[src/rtl/enc_pkg.sv]
// ---------------------------------------------------------------------------
// enc_pkg
// Definitions shared by the 8B/10B transmit serializer and the receive-side
// comma detector / disparity checker.
//   SYM_W      : width of one encoded symbol {a,b,c,d,e,i,f,g,h,j}
//   K28_5_RDN  : K28.5 comma for use when running disparity is negative
//   K28_5_RDP  : K28.5 comma for use when running disparity is positive
//   ser_state_t: serializer state machine encoding
// ---------------------------------------------------------------------------
package enc_pkg;

   localparam int SYM_W = 10;

   localparam logic [SYM_W-1:0] K28_5_RDN = 10'b0011111010;
   localparam logic [SYM_W-1:0] K28_5_RDP = 10'b1100000101;

   typedef enum logic {
      IDLE = 1'b0,
      RUN  = 1'b1
   } ser_state_t;

   // Comma that keeps the line DC balanced for the given running disparity.
   function automatic logic [SYM_W-1:0] k28_5_for(input logic rd_pos);
      return rd_pos ? K28_5_RDP : K28_5_RDN;
   endfunction

endpackage

[src/rtl/sym_disp.sv]
// ---------------------------------------------------------------------------
// sym_disp
// Classifies a 10-bit symbol by its ones count.
//   sym     in  SYM_W  symbol to classify
//   neutral out 1      exactly 5 ones
//   pos     out 1      exactly 6 ones (positive disparity)
//   neg     out 1      exactly 4 ones (negative disparity)
//   illegal out 1      any other ones count
// Purely combinational.
// ---------------------------------------------------------------------------
module sym_disp
   import enc_pkg::*;
(
   input  logic [SYM_W-1:0] sym,
   output logic             neutral,
   output logic             pos,
   output logic             neg,
   output logic             illegal
);

   logic [3:0] ones;

   always_comb begin
      ones = 4'd0;
      for (int i = 0; i < SYM_W; i++) begin
         ones = ones + {3'b000, sym[i]};
      end
   end

   assign neutral = (ones == 4'd5);
   assign pos     = (ones == 4'd6);
   assign neg     = (ones == 4'd4);
   assign illegal = ~(neutral | pos | neg);

endmodule

[src/rtl/enc_serializer.sv]
// ---------------------------------------------------------------------------
// enc_serializer
// Parallel-to-serial output stage of the 8B/10B encoder. Symbols pass through
// a one-entry holding buffer into a 10-bit shifter and leave MSB (bit a)
// first, one bit per clock. When no symbol is buffered at a symbol boundary a
// K28.5 comma of the correct polarity is sent instead, so the line never
// idles mid-stream. Running disparity is tracked locally.
//
// Handshake: a symbol transfers on a rising edge where sym_valid & sym_ready.
// sym_ready is high when the buffer is empty or is being emptied by a load in
// the same cycle; an accepted symbol always sits in the buffer for at least
// one cycle before it can be loaded.
//
// Ports
//   clk        in   clock, rising edge
//   rst        in   asynchronous active-high reset
//   sym_in     in   SYM_W encoded symbol, bit 9 (a) sent first
//   sym_valid  in   sym_in is valid
//   sym_ready  out  buffer can accept a symbol
//   tx_en      in   enable transmission
//   sdout      out  serial data (registered)
//   sym_start  out  sdout carries bit a of a symbol
//   comma_ins  out  with sym_start: symbol is an inserted K28.5
//   rd         out  running disparity (1 = RD+), updated on load
//   disp_err   out  sticky: an illegal symbol was loaded
// ---------------------------------------------------------------------------
module enc_serializer
   import enc_pkg::*;
#(
   parameter bit INIT_RD = 1'b0
)
(
   input  logic             clk,
   input  logic             rst,
   input  logic [SYM_W-1:0] sym_in,
   input  logic             sym_valid,
   output logic             sym_ready,
   input  logic             tx_en,
   output logic             sdout,
   output logic             sym_start,
   output logic             comma_ins,
   output logic             rd,
   output logic             disp_err
);

   ser_state_t       state;
   logic [3:0]       cnt;
   logic [SYM_W-1:0] shreg;
   logic [SYM_W-1:0] buf_sym;
   logic             buf_full;

   logic             load;
   logic             accept;
   logic [SYM_W-1:0] load_sym;
   logic             d_neutral, d_pos, d_neg, d_illegal;

   // A load happens when leaving IDLE or at the last bit of a symbol, and
   // only while transmission is enabled.
   always_comb begin
      load = 1'b0;
      if (tx_en) begin
         if (state == IDLE)       load = 1'b1;
         else if (cnt == 4'd9)    load = 1'b1;
      end
   end

   assign load_sym  = buf_full ? buf_sym : k28_5_for(rd);
   assign sym_ready = ~buf_full | load;
   assign accept    = sym_valid & sym_ready;

   sym_disp u_sym_disp (
      .sym     (load_sym),
      .neutral (d_neutral),
      .pos     (d_pos),
      .neg     (d_neg),
      .illegal (d_illegal)
   );

   // Holding buffer. A same-cycle accept refills it as the old content is
   // moved to the shifter.
   always_ff @(posedge clk or posedge rst) begin
      if (rst) begin
         buf_full <= 1'b0;
         buf_sym  <= '0;
      end else if (accept) begin
         buf_full <= 1'b1;
         buf_sym  <= sym_in;
      end else if (load) begin
         buf_full <= 1'b0;
      end
   end

   // Running disparity. The symbol is always sent as-is; a wrong-polarity or
   // unbalanced symbol only raises the sticky error.
   always_ff @(posedge clk or posedge rst) begin
      if (rst) begin
         rd       <= INIT_RD;
         disp_err <= 1'b0;
      end else if (load) begin
         if (d_illegal | (d_pos & rd) | (d_neg & ~rd)) disp_err <= 1'b1;
         if (!(d_neutral | d_illegal))                 rd       <= d_pos;
      end
   end

   // Serializer FSM with registered line outputs. On a load, bit a goes
   // straight to sdout and the remaining nine bits wait in the shifter.
   always_ff @(posedge clk or posedge rst) begin
      if (rst) begin
         state     <= IDLE;
         cnt       <= 4'd0;
         shreg     <= '0;
         sdout     <= 1'b0;
         sym_start <= 1'b0;
         comma_ins <= 1'b0;
      end else if (load) begin
         state     <= RUN;
         cnt       <= 4'd0;
         sdout     <= load_sym[SYM_W-1];
         shreg     <= {load_sym[SYM_W-2:0], 1'b0};
         sym_start <= 1'b1;
         comma_ins <= ~buf_full;
      end else begin
         case (state)
            RUN: begin
               sym_start <= 1'b0;
               comma_ins <= 1'b0;
               if (cnt == 4'd9) begin
                  // Symbol finished and tx_en is low: park the line.
                  state <= IDLE;
                  cnt   <= 4'd0;
                  sdout <= 1'b0;
               end else begin
                  cnt   <= cnt + 4'd1;
                  sdout <= shreg[SYM_W-1];
                  shreg <= {shreg[SYM_W-2:0], 1'b0};
               end
            end
            default: begin
               state     <= IDLE;
               cnt       <= 4'd0;
               sdout     <= 1'b0;
               sym_start <= 1'b0;
               comma_ins <= 1'b0;
            end
         endcase
      end
   end

endmodule

[config.mk]
export PLATFORM = sky130hd
export DESIGN_NAME = enc_serializer
export DESIGN_NICKNAME = d
export VERILOG_FILES = /design/src/rtl/enc_pkg.sv /design/src/rtl/sym_disp.sv /design/src/rtl/enc_serializer.sv
export SDC_FILE = /design/constraint.sdc
export NUM_CORES = 1
export LEC_CHECK = 0
export CORE_MARGIN = 10
export CORE_UTILIZATION = 50
export CTS_BUF_LIST = sky130_fd_sc_hd__clkbuf_4
export CTS_CLUSTER_DIAMETER = 150
export CTS_CLUSTER_SIZE = 28
export DETAILED_ROUTE_END_ITERATION = 8
export GPL_TIMING_DRIVEN = 0
export PLACE_DENSITY = 0.82
export SETUP_SLACK_MARGIN = 0.3
export SLEW_MARGIN = 30
export SYNTH_ARGS = -nofsm -noshare
export SYNTH_HDL_FRONTEND = slang
export SYNTH_SLANG_ARGS = --single-unit
[constraint.sdc]
create_clock -name clk -period 11.3 [get_ports clk]
set_clock_uncertainty 0.2 [all_clocks]
set_input_delay 2.26 -clock clk [delete_from_list [all_inputs] [get_ports clk]]
set_output_delay 2.26 -clock clk [all_outputs]
set_load 0.02 [all_outputs]
Run 1, routing congestion map:
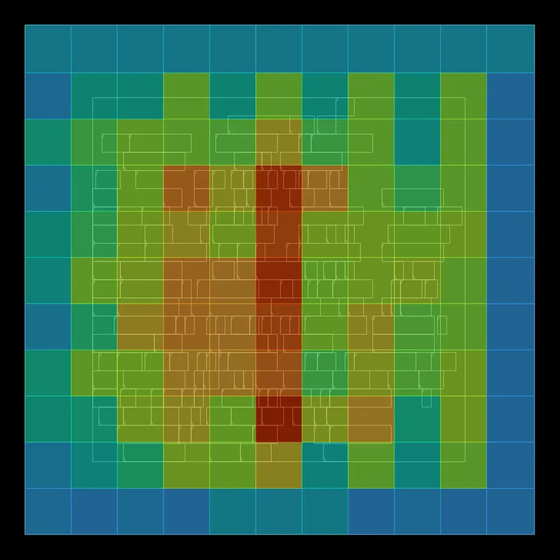
global routing met1 resource utilization: 11.7%
Wirelength per Cell: 13.9 µm
final cell utilization of the core: 61.6%
Total Routing Usage GR: 10.7%
global-route met3 utilization: 5.07%

Run 1, wires at chosen ports, followed through buffers:
Drawn at 4 px/µm.
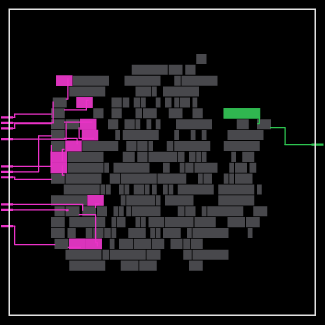
- magenta: sym_in (direction input; end cells 10; buffers 10; wire 204 µm)
- green: sdout (direction output; end cells 1; buffers 1; wire 17.2 µm)
number of port buffers: 18
number of top-level pins: 20

Run 1, cell density map:
Drawn at 4 px/µm. 8 x 8 tiles, from dark blue (low) to red (high), 0 to 100% covered.
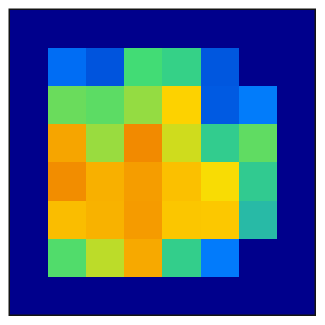
- mean over tiles: 31%
- tiles over 75% full: 20%
- nearly empty tiles: 47%
- fullest tile: 84%
area of the core: 3030 µm²
floorplan-stage core utilization: 52.1%

==> COMMIT_EDITMSG, run 1 <==
Add synthesis and place-and-route results

- Count of library flops with an enable pin: 0
- Setup repair after global routing missed its margin: no
* Min-Delay Path Depth: 1
* Highest fanout seen on the critical path: 8
* Drc violations: 0
* Vert. Die Dim: 76.2 µm
- Kind of critical path: in -> out
- Insertion delay to the later sink of the worst-skew pair: 0.32 ns
- Per the final layout report, the fraction of cells sized above drive strength 1 comes to 14.8%.
- Share of cell area taken by flip-flops and latches: 40.2%
- The final layout report lists a filler cell count of 263.
* Gate count after technology mapping: 143
* Number of sequential cells: 30
- DRT iter0 DRCs: 42
* CTS hold repair buffers: 0
- The run finished with clean final reports.
- Synth cell types: 29
- Routed wire length: 2960 µm
- Main flop type after synthesis: sky130_fd_sc_hd__dfrtp_1
- The class occupying the most area after layout is reported as sequential cells.
- Mean cell area of the mapped netlist: 11.0 µm²
- Endpoint of the worst hold path: disp_err
- In the Yosys report, the sequential cells make up 47.6% of the chip area.
- Tapcell count: 44
- The most critical setup path has its startpoint at tx_en.
- The startpoint identified for the worst hold timing path is disp_err.
- From the final report, the count of setup violators was given as 0.
* Via total after detailed routing: 1089
* Critical Path Sink: sym_ready
run 1: synth_stat cells (3+ instances only):
cell / instances
sky130_fd_sc_hd__o21a_1: 3
sky130_fd_sc_hd__mux2_2: 11
sky130_fd_sc_hd__nand2b_1: 4
sky130_fd_sc_hd__a211oi_1: 3
sky130_fd_sc_hd__mux2i_1: 3
sky130_fd_sc_hd__ha_1: 7
sky130_fd_sc_hd__nor2_1: 12
sky130_fd_sc_hd__fa_1: 6
sky130_fd_sc_hd__a21oi_1: 3
sky130_fd_sc_hd__a21o_1: 3
sky130_fd_sc_hd__inv_1: 14
sky130_fd_sc_hd__o21ai_0: 7
sky130_fd_sc_hd__nand2_1: 15
sky130_fd_sc_hd__nand3_1: 3
sky130_fd_sc_hd__dfrtp_1: 30
sky130_fd_sc_hd__clkbuf_1: 4
run 1: placed cells by master (no fill, tap or decap), types with 2 or more instances in the layout:
cell type,n
sky130_fd_sc_hd__nand3_1,3
sky130_fd_sc_hd__o21ai_0,7
sky130_fd_sc_hd__nand2_1,15
sky130_fd_sc_hd__a211oi_1,3
sky130_fd_sc_hd__fa_1,6
sky130_fd_sc_hd__nor2_1,12
sky130_fd_sc_hd__a21oi_1,3
sky130_fd_sc_hd__clkbuf_4,6
sky130_fd_sc_hd__mux2_2,11
sky130_fd_sc_hd__a21boi_0,2
sky130_fd_sc_hd__clkbuf_1,4
sky130_fd_sc_hd__inv_1,13
sky130_fd_sc_hd__xnor2_1,2
sky130_fd_sc_hd__clkdlybuf4s50_1,18
sky130_fd_sc_hd__nand2b_1,4
sky130_fd_sc_hd__mux2i_1,3
sky130_fd_sc_hd__o21a_1,3
sky130_fd_sc_hd__dfrtp_1,30
sky130_fd_sc_hd__a21o_1,3
sky130_fd_sc_hd__ha_1,7
run 1: flip-flops by register name, summed over array words and instances (netlist names):
register   flops
disp_err       1
shreg          9
rd             1
sdout          1
cnt            4
sym_start      1
buf_sym       10
comma_ins      1
state          1
buf_full       1
run 1: per-layer routing:
layer  track usage, %  routed length, µm
met5                0                  0
met2             17.3               1460
met4             4.83                 47
met1             11.7               1260
met3             5.07                187
run 1: logic make-up after synthesis:
group,Yosys count,share of synthesized area (%)
flops,30,47.6
mux,15,10.7
fa+ha+maj,13,13.2
compound gates,25,11.3
buf+inv,20,5.08
simple gates,37,10.5
xor+xnor,3,1.67
run 1: stage by stage:
step / setup WS (ns) / area [µm²] / util, % / cells
after floorplan: 6.18 / 1580 / - / 143
after global placement: 5.61 / 1810 / 59.8 / 205
after detailed placement: 5.61 / 1810 / 59.8 / 205
after CTS: 5.59 / 1870 / 61.6 / 213
after global routing: 5.55 / 1870 / 61.6 / 213
final: 5.60 / 1870 / 61.6 / 213
run 1: worst max-delay path: stages:
cell	delay, ns
sky130_fd_sc_hd__buf_4	0.16
sky130_fd_sc_hd__o21ai_4	0.10
sky130_fd_sc_hd__nand2_1	0.10
sky130_fd_sc_hd__clkdlybuf4s50_1	0.61
Run 1, the metal 3 layer:
Drawn at 6 px/µm.
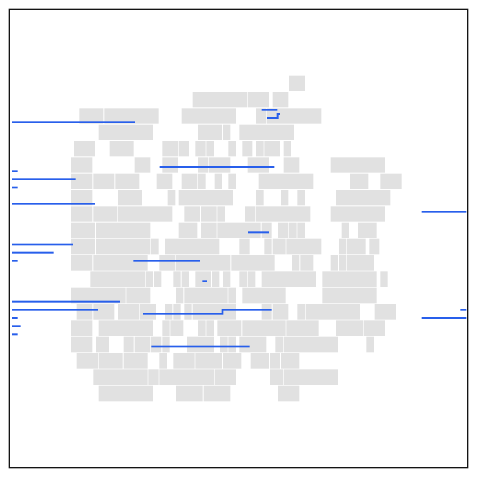

--- run 2 (diff from run 1) ---
--- a/config.mk
+++ b/config.mk
@@ -12,7 +12,7 @@
 export CTS_CLUSTER_SIZE = 28
 export DETAILED_ROUTE_END_ITERATION = 8
 export GPL_TIMING_DRIVEN = 0
-export PLACE_DENSITY = 0.82
+export PLACE_DENSITY = 0.85
 export SETUP_SLACK_MARGIN = 0.3
 export SLEW_MARGIN = 30
 export SYNTH_ARGS = -nofsm -noshare
==> constraint.sdc (replaced) <==
create_clock -name clk -period 5.2 [get_ports clk]
set_clock_uncertainty 0.2 [all_clocks]
set_input_delay 1.04 -clock clk [delete_from_list [all_inputs] [get_ports clk]]
set_output_delay 1.04 -clock clk [all_outputs]
set_load 0.02 [all_outputs]
Run 2, the metal 3 layer:
Drawn at 6 px/µm.
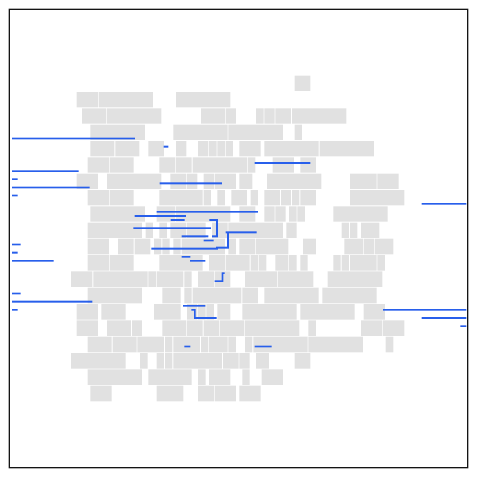
- longest straight run: 20.2 µm
- main direction: horizontal
routed wire length: 3440 µm
via total after detailed routing: 1144

Run 2, routing congestion map:
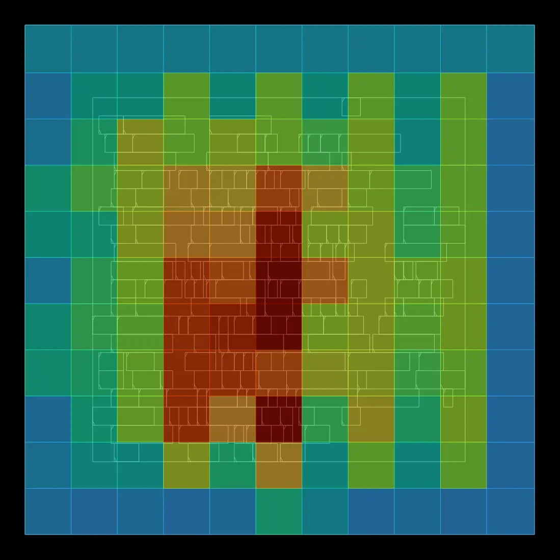
global-route met3 utilization: 4.83%
Total Routing Usage GR: 11.3%

==> run 2 against run 1 <==
Synthesized area unchanged. Cell count increased by 2.8%. Sequential share of layout area decreased by 1.6 points. First-iteration DRC count increased by 130%. Routed wire length increased by 16%. Worst setup slack got worse by 5.3 ns. Critical path depth increased by 12. Synthesized cell count unchanged. Hold slack got worse by 0.0052 ns. Final area increased by 4.2%. Largest cell class is now combinational gates.
==> COMMIT_EDITMSG, run 2 <==
Add synthesis and place-and-route results

* Run status: finished, final reports clean
- Wirelength per Cell: 15.7 µm
- The main area contributors are sky130_fd_sc_hd__dfrtp_1 (48%), sky130_fd_sc_hd__mux2_2 (7.9%), sky130_fd_sc_hd__fa_1 (7.6%).
- In the layout the commonest cells are sky130_fd_sc_hd__dfrtp_1 (30), sky130_fd_sc_hd__clkdlybuf4s50_1 (18), sky130_fd_sc_hd__nand2_1 (15), sky130_fd_sc_hd__inv_1 (13), sky130_fd_sc_hd__nor2_1 (12).
- Area growth from synthesis to layout: 23.3%
- STA classifies the critical path endpoint as a flip-flop.
* Floorplan-stage core utilization: 52.1%
* Insertion delay to the later sink of the worst-skew pair: 0.33 ns
- TritonRoute reported its final design rule violation total as 0.
- For this run, the final setup violation count is recorded as 0.
- Sequential-to-total area share from yosys stat: 47.6%
* Commonest cells in the netlist: sky130_fd_sc_hd__dfrtp_1 (30), sky130_fd_sc_hd__nand2_1 (15), sky130_fd_sc_hd__inv_1 (14)
- Number of port buffers: 18
* Setup Slack @ Placement: 0.0282 ns
- Counting only logic cells after layout, the most numerous master is sky130_fd_sc_hd__dfrtp_1.
- Vert. Die Dim: 76.2 µm
- Per the hold report, the tightest min-delay path originates at disp_err.
- Gate count after technology mapping: 143
- Per the log, the first TritonRoute iteration ended with a DRC count of 97.
- The layout summary lists the proportion of cells stronger than drive strength 1 as 21.7%.
- Largest register by flop count: buf_sym
- Crit path arrival time: 4.95 ns
- Layout Cells excl Fill: 219
- The finished cells cover 1940 µm².
- Highest fanout seen on the critical path: 6
- Area of the core: 3030 µm²
* Min-Delay Path Depth: 1
* Regs by FF count: buf_sym: 10 flops, shreg: 9 flops, cnt: 4 flops
* Minimum setup slack in the final design: 0.274 ns
- Final cell utilization of the core: 64.2%
* Synth cell types: 29
- Mean cell area of the mapped netlist: 11.0 µm²
- The worst setup path is of the reg -> reg kind.
* Total of fill cells in the finished design: 253
* Area of all sequential standard cells: 751 µm²
- The final timing report lists a max-slew violation count of 0.
- The number of hold buffers added after CTS was 0.
- Max reg flops: 10
- STA shows the worst min-delay path finishing at disp_err.
* Most repeated cell in the gate-level netlist after synthesis: sky130_fd_sc_hd__dfrtp_1
- The number of placed instances, taps included, is 205.
- According to the I/O placement log, the pin count is 20.
- sky130_fd_sc_hd__dfrtp_1 takes more of the synthesized area than any other cell.
* Setup repair after global routing missed its margin: yes
- Counting flops with a built-in enable in the synthesized netlist gives 0.
- In this run the cell area measured after placement is 1810 µm².
- STA puts the critical path data required time at 5.22 ns.
-- run 2: netlist changes by cell type in the layout (fill, tap and decap cells not counted), sizes merged --
cell | previous run | this run
buf | 2 | 10
clkinv | 2 | 0
-- run 2: layer usage --
| layer | global-route usage [%] | vias up | routed length (µm) |
|---|---|---|---|
| met5 | 0 | - | 0 |
| met4 | 4.83 | 0 | 108 |
| met3 | 4.83 | 13 | 204 |
| met2 | 20.0 | 44 | 1820 |
| met1 | 11.3 | 556 | 1310 |
| li1 | - | 531 | - |
-- run 2: cell families (layout without fill, tap and decap cells) --
family / count (synthesis) / count (layout) / share of synthesized area (%)
DFF: 30 / 30 / 47.6
buffers and inverters: 20 / 52 / 5.08
muxes: 15 / 15 / 10.7
and+or+nand+nor: 37 / 37 / 10.5
adders and majority gates: 13 / 13 / 13.2
xor gates and xnor gates: 3 / 3 / 1.67
AOI/OAI and AO/OA: 25 / 25 / 11.3
-- run 2: what timing repair did --
| action | CTS | global route |
|---|---|---|
| setup buffers | 2 | 5 |
| setup endpoints to repair | 1 | 1 |
| pin swaps | 1 | 3 |
| gates resized | 6 | 8 |
| gates cloned | 0 | 0 |
-- run 2: area by class of cell --
cell class	count	share of cell area [%]
sequential	30	38.6
inverter	14	2.70
multi-input combinational	93	38.9
timing repair buffer	25	11.8
tap	44	2.83
buffer	6	2.38
clock buffer	7	2.70
-- run 2: how the worst max path moves through the flow --
| stage | startpoint | end | cells past startpoint |
|---|---|---|---|
| 6_report | buf_full | rd | 16 |
| 2_1_floorplan | rd | rd | 15 |
| 4_1_cts | buf_full | rd | 16 |
| 5_1_grt | buf_full | rd | 16 |
| 3_5_place_dp | buf_full | rd | 16 |
| 3_3_place_gp | buf_full | rd | 16 |
-- run 2: critical path, cell delays in order (launching register included) --
cell	delay [ns]
sky130_fd_sc_hd__dfrtp_1	0.42
sky130_fd_sc_hd__buf_8	0.14
sky130_fd_sc_hd__nor2_1	0.07
sky130_fd_sc_hd__a21oi_2	0.15
sky130_fd_sc_hd__inv_1	0.06
sky130_fd_sc_hd__ha_1	0.28
sky130_fd_sc_hd__inv_1	0.05
sky130_fd_sc_hd__fa_1	0.48
sky130_fd_sc_hd__inv_1	0.06
sky130_fd_sc_hd__fa_1	0.53
sky130_fd_sc_hd__fa_1	0.45
sky130_fd_sc_hd__fa_2	0.40
sky130_fd_sc_hd__fa_2	0.35
sky130_fd_sc_hd__a2111o_1	0.31
sky130_fd_sc_hd__a21oi_2	0.18
sky130_fd_sc_hd__or3b_4	0.40
sky130_fd_sc_hd__mux2_4	0.30
Run 2, clock network drawn from the DEF:
Drawn at 4 px/µm.
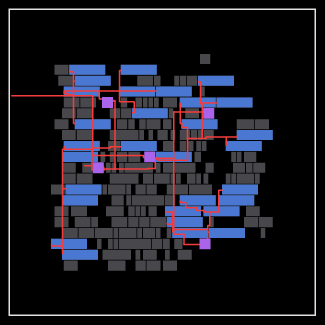

--- run 3 (diff from run 2) ---
--- a/config.mk
+++ b/config.mk
@@ -6,13 +6,13 @@
 export NUM_CORES = 1
 export LEC_CHECK = 0
 export CORE_MARGIN = 10
-export CORE_UTILIZATION = 50
+export CORE_UTILIZATION = 51
 export CTS_BUF_LIST = sky130_fd_sc_hd__clkbuf_4
 export CTS_CLUSTER_DIAMETER = 150
 export CTS_CLUSTER_SIZE = 28
 export DETAILED_ROUTE_END_ITERATION = 8
 export GPL_TIMING_DRIVEN = 0
-export PLACE_DENSITY = 0.85
+export PLACE_DENSITY = 0.86
 export SETUP_SLACK_MARGIN = 0.3
 export SLEW_MARGIN = 30
 export SYNTH_ARGS = -nofsm -noshare
==> constraint.sdc (replaced) <==
create_clock -name clk -period 5.2 [get_ports clk]
set_clock_uncertainty 0.2 [all_clocks]
set_input_delay 1.04 -clock clk [delete_from_list [all_inputs] [get_ports clk]]
set_output_delay 1.04 -clock clk [all_outputs]
set_load 0.05 [all_outputs]
Run 3, clock network drawn from the DEF:
Drawn at 4 px/µm.
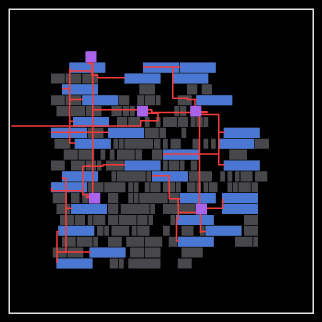
- red: clock wires (length 373 µm)
- blue: flip-flops (count 30)
- purple: clock-net drivers (count 5)
- routed clock nets: 6
insertion delay to the later sink of the worst-skew pair: 0.33 ns

Run 3, the metal 3 layer:
Drawn at 6 px/µm.
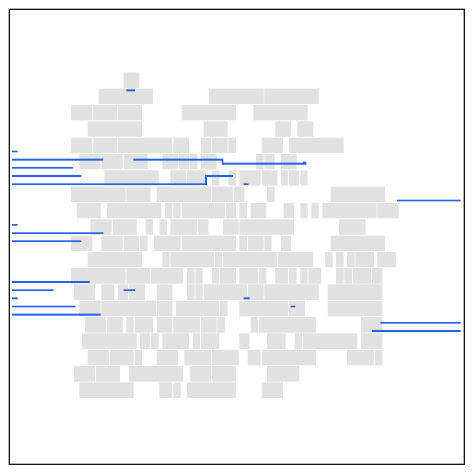
- nets with wire on the layer: 18
- share of all routed wire: 6.9%
global-route met3 utilization: 4.95%
routed wire length: 3140 µm

==> run 3 against run 2 <==
Cell count fell by 6.4%. Global-route usage is 1.3 points higher.
==> COMMIT_EDITMSG, run 3 <==
Add synthesis and place-and-route results

- Final Cell Area: 1910 µm²
- The vertical die dimension reported for this design is 75.6 µm.
- Wirelength per Cell: 15.3 µm
- Crit path arrival time: 4.81 ns
- The script parses the final routing iteration and logs DRC violations as 0.
- Most frequent logic cell in the layout: sky130_fd_sc_hd__dfrtp_1
* Area of all sequential standard cells: 752 µm²
- Critical Path Sink: rd
- Setup Slack @ Placement: 0.0130 ns
- Required time of the critical path: 5.21 ns
- According to the timing report, the critical path is launched from buf_full.
- Total of fill cells in the finished design: 243
* Highest fanout seen on the critical path: 6
- Setup slack closes at 0.398 ns.
- In the global route stage, overall resource usage came out at 12.6%.
- By startpoint and endpoint, the worst setup path is classified as reg -> reg.
- After detailed placement, the total cell area comes to 1800 µm².
* Area of the core: 3000 µm²
- The flow ran to the end, and the final reports show no timing, DRC or antenna violations.
* Layout Cells excl Fill: 205
- The synthesized design contains 0 enable-type register cells.
- Commonest cells in the netlist: sky130_fd_sc_hd__dfrtp_1 (30), sky130_fd_sc_hd__nand2_1 (15), sky130_fd_sc_hd__inv_1 (14)
- Counting pins that exceed their max-slew limit in the final report gives 0.
- Share of final-layout standard cells stronger than drive strength 1: 19.8%
* Largest register by flop count: buf_sym
* Number of top-level pins: 20
* DRT iter0 DRCs: 67
* Gate count after technology mapping: 143
- Placed Cells incl. Taps: 194
- Cell accounting for the most synthesized area: sky130_fd_sc_hd__dfrtp_1
- Setup repair after global routing could not meet its margin everywhere.
run 3: critical path, stage by stage, from the launching register on:
cell and delay, ns:
sky130_fd_sc_hd__dfrtp_1 0.41, sky130_fd_sc_hd__buf_8 0.13, sky130_fd_sc_hd__nor2_1 0.06, sky130_fd_sc_hd__a21oi_2 0.13
sky130_fd_sc_hd__inv_1 0.06, sky130_fd_sc_hd__ha_1 0.28, sky130_fd_sc_hd__inv_1 0.06, sky130_fd_sc_hd__fa_1 0.47
sky130_fd_sc_hd__inv_1 0.05, sky130_fd_sc_hd__fa_1 0.53, sky130_fd_sc_hd__fa_1 0.44, sky130_fd_sc_hd__fa_2 0.40
sky130_fd_sc_hd__fa_2 0.35, sky130_fd_sc_hd__a2111o_1 0.30, sky130_fd_sc_hd__a21oi_2 0.14, sky130_fd_sc_hd__or3b_1 0.37
sky130_fd_sc_hd__mux2_4 0.30
run 3: metal layers:
layer | GRT usage [%] | vias to the layer above | routed length, µm
met5 | 0 | - | 0
met4 | 6.80 | 0 | 76
met3 | 4.95 | 7 | 217
met2 | 20.9 | 23 | 1600
met1 | 13.4 | 534 | 1250
li1 | - | 524 | -
run 3: area by class of cell:
| class | instances | share of cell area [%] |
|---|---|---|
| inverters | 14 | 2.75 |
| multi-input cells | 93 | 39.5 |
| repair buffers | 22 | 11.3 |
| plain buffers | 6 | 2.23 |
| well taps | 33 | 2.16 |
| clock buffers | 7 | 2.75 |
| flip-flops and latches | 30 | 39.4 |
run 3: what timing repair did:
action,in CTS,in global routing
pin swaps,0,3
endpoints found under the setup margin,1,1
gates resized,5,6
setup buffers,1,3
hold buffers,0,0
run 3: cells by family (layout without fill, tap and decap cells):
logic type                 Yosys count  after routing  share of synthesized area, %
and+or+nand+nor                     37             37                          10.5
buffers and inverters               20             49                          5.08
xor gates and xnor gates             3              3                          1.67
DFF                                 30             30                          47.6
muxes                               15             15                          10.7
AOI/OAI and AO/OA                   25             25                          11.3
adders and majority gates           13             13                          13.2
run 3: worst min-delay path by stage:
stage / end / depth (start not counted)
after floorplan: sdout / 2
after global placement: disp_err / 1
after detailed placement: disp_err / 1
after CTS: disp_err / 1
after global routing: shreg[2] / 1
final: disp_err / 1
